==> config.mk <==
export PLATFORM = sky130hd
export DESIGN_NAME = seg_msg_scroller
export DESIGN_NICKNAME = d
export VERILOG_FILES = /design/src/rtl/seg_msg_scroller.sv
export SDC_FILE = /design/constraint.sdc
export NUM_CORES = 1
export LEC_CHECK = 0
export CAP_MARGIN = 20
export CORE_MARGIN = 8
export CORE_UTILIZATION = 60
export DETAILED_ROUTE_END_ITERATION = 8
export DONT_BUFFER_PORTS = 1
export HOLD_SLACK_MARGIN = 0.03
export PLACE_DENSITY = 0.79
export SYNTH_ARGS = -nofsm -noshare
export SYNTH_HDL_FRONTEND = slang
export SYNTH_SLANG_ARGS = --single-unit
==> constraint.sdc <==
create_clock -name clk -period 4.3 [get_ports clk]
set_clock_uncertainty 0.2 [all_clocks]
set_input_delay 0.86 -clock clk [delete_from_list [all_inputs] [get_ports clk]]
set_output_delay 0.86 -clock clk [all_outputs]
set_load 0.03 [all_outputs]
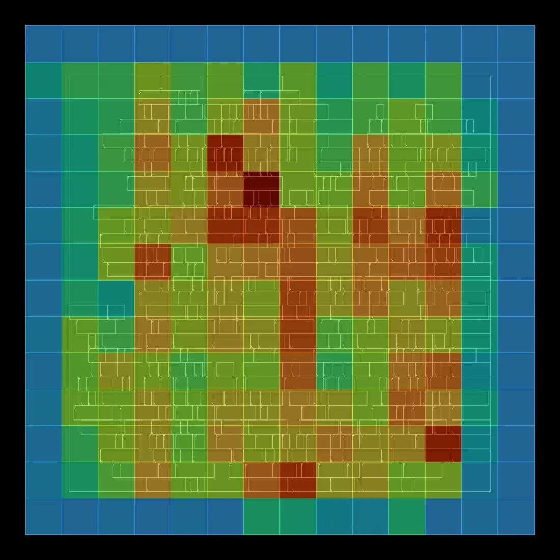
**Above:** track usage over the die.
GRT busiest layer: met2
All-Layer GR Usage: 0.1458

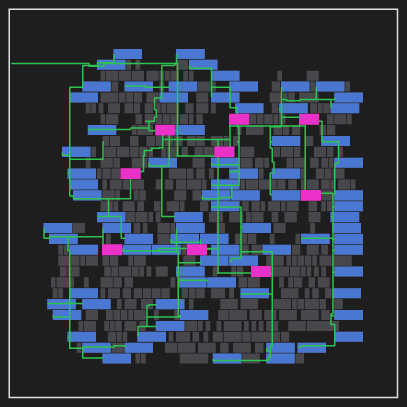
**Above:** clock distribution.
Scale: 4 px per um.
[flip-flops] blue | count: 84
[cells driving clock nets] magenta | count: 9
[clock wires] green | length: 915 um
flops lie: spread over the die
routed clock nets: 10
P_clk: 500 uW
Clk pwr share: 0.375
clk_lat worst skew: 0.34 ns

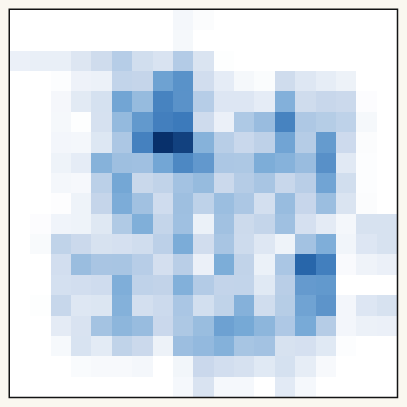
**Above:** signal metal coverage by tile.
Scale: 4 px per um. 19 x 19 tiles, from white (low) to dark blue (high), scaled to the fullest tile. Values are wire area over tile area, all layers added.
densest ninth of the die: center
nearly empty tiles: 31%
mean over tiles: 0.11
fullest tile: 0.60
tiles over half the peak: 7.8%
Post-Route WL: 6710 um
via count: 2896
per-cell routed wire length: 12.98 um

==> results_slide.txt <==
Implementation Results

Clock network
  – CTS tree: yes
  – Largest buffer count on any clock path: 2
  – Post-CTS sizing: 0
  – Clk sinks: 84
  – Postcts setup bufs: 0
  – Worst-path clk slew: 0.08 ns
  – Post-CTS Hold Fix Bufs: 0
  – Root buf cell: clkbuf_8
  – CTS H-tree depth: 3
  – CTS Buf Count: 9

Finish
  – Layout cells sized above 1: 0.05000
  – Finished Layout Cells: 517
  – Synthesis-to-layout area growth: 6.058%

Synth
  – Syn nets: 462
  – Syn Inst Count: roughly 440
  – Syn. warnings: 0
  – Synth cell types: just over 40
  – Cell Area, Synth: 3904 um^2
  – Dominant flop cell: dfxtp_1
  – Area reported by Yosys stat: 3904 um^2
  – Fraction of registers with async set/reset: 0
  – Register share after synthesis: 0.4308
  – Syn avg cell area: about 9 um^2

Floorplan
  – Die width: 96.66 um
  – Io pins: 21
  – Core footprint: roughly 6300 um^2

Run status
  – Status: finished clean

Placement
  – Placed cell count: between 500 and 600
  – Dpl hpwl: 4821 um
  – Final RePlAce weighted congestion: 0.8451
  – IO Port Bufs: 0

Power and ir drop
  – Worst VDD drop: 0.2810 mV
  – LEAKAGE: 0.001478 uW
  – Internal Dissipation: 1036 uW
  – Comb pwr share: 0.025

Critical path
  – Setup CP Type: flip-flop to flip-flop
  – CP Capture Type: flip-flop
  – Reg2reg setup slack: 1.31 ns
  – Critical Path AT: slightly above 3 ns
  – Worst-path maximum fanout: 11

Global routing
  – GRT overflow: 0
  – Initial antenna violation count: 0
  – Largest net degree at the start of global routing: 28
  – Global-route wire length before repair: between 10000 and 15000 um

Run
  – OpenROAD warning count: 36

Detailed routing
  – DR iter-0 viols: 141
  – Vias per inst: 5.602
  – Residual DRC: 0

Final timing
  – Setup violations, final: 0
  – RSZ-0062 raised after global routing: no
==> power groups by stage <==
stage | clock [uW] | combinational [uW] | sequential (uW)
after global placement | 0 | 31.8 | 818
after floorplan | 0 | 29.3 | 817
after CTS | 514 | 33.8 | 800
after global routing | 550 | 38.4 | 802
final | 500 | 33.4 | 800
after detailed placement | 0 | 33.4 | 818
==> critical path: stages, from the launching register on <==
cell	delay (ns)
dfxtp_1	0.60
ha_1	0.28
nand2_1	0.08
fa_1	0.42
xor2_1	0.62
mux4_2	0.40
or2_2	0.27
==> per-layer routing <==
| metal | GRT usage | routed length, um |
|---|---|---|
| met4 | 0.04970 | 107 |
| met5 | 0 | 0 |
| met3 | 0.04908 | 254 |
| met2 | 0.2479 | 3203 |
| met1 | 0.1660 | 3145 |
==> cell type report <==
type	instances	area, um^2	area share
Multi-Input combinational cell	320	2103	0.5080
Sequential cell	84	1682	0.4062
Clock buffer	11	151.4	0.03657
Tap cell	77	96.34	0.02327
Inverter	20	75.07	0.01813
Clock inverter	4	25.02	0.006044
Timing Repair Buffer	1	7.507	0.001813
==> synth_stat cells (2+ instances only) <==
library cell | instances | share of area
a211o_1 | 2 | 0.0045
a21oi_1 | 12 | 0.015
a31oi_1 | 2 | 0.0032
and2_1 | 3 | 0.0048
and3_1 | 6 | 0.0096
and4_1 | 7 | 0.016
buf_2 | 2 | 0.0026
clkbuf_1 | 8 | 0.0077
dfxtp_1 | 84 | 0.43
fa_1 | 2 | 0.010
ha_1 | 20 | 0.064
inv_1 | 20 | 0.019
mux2i_1 | 4 | 0.010
nand2_1 | 21 | 0.020
nand2b_1 | 10 | 0.016
nand3_1 | 26 | 0.033
nand4_1 | 21 | 0.034
nand4b_1 | 2 | 0.0045
nor2_1 | 68 | 0.065
nor2b_1 | 6 | 0.0096
nor3_1 | 11 | 0.014
nor4_1 | 4 | 0.0064
nor4b_1 | 2 | 0.0045
o21ai_0 | 9 | 0.012
o31ai_1 | 2 | 0.0038
or3_1 | 10 | 0.016
or3b_2 | 2 | 0.0045
xnor2_1 | 23 | 0.052
xor2_1 | 34 | 0.076
==> logic make-up after synthesis <==
kind of cell | Yosys count | synth area share
simple gates | 203 | 0.2683
flops | 84 | 0.4308
xor+xnor | 57 | 0.1279
compound gates | 33 | 0.05224
buf+inv | 31 | 0.03045
fa+ha+maj | 22 | 0.07436
mux | 5 | 0.01603
==> metrics by stage <==
stage | setup WS (ns) | utilization | area (um^2) | total power (uW) | hold slack [ns]
floorplan | 1.644 | - | 3904 | 846.1 | 0.2138
global placement | 1.432 | 0.6278 | 3964 | 849.6 | 0.2252
detailed placement | 1.345 | 0.6278 | 3964 | 851.7 | 0.2442
CTS | 1.330 | 0.6558 | 4140 | 1347 | 0.2548
global route | 1.202 | 0.6558 | 4140 | 1391 | 0.2712
finish | 1.313 | 0.6558 | 4140 | 1333 | 0.2505
Power figures rest on the tool's default switching activity, not on a simulated workload.
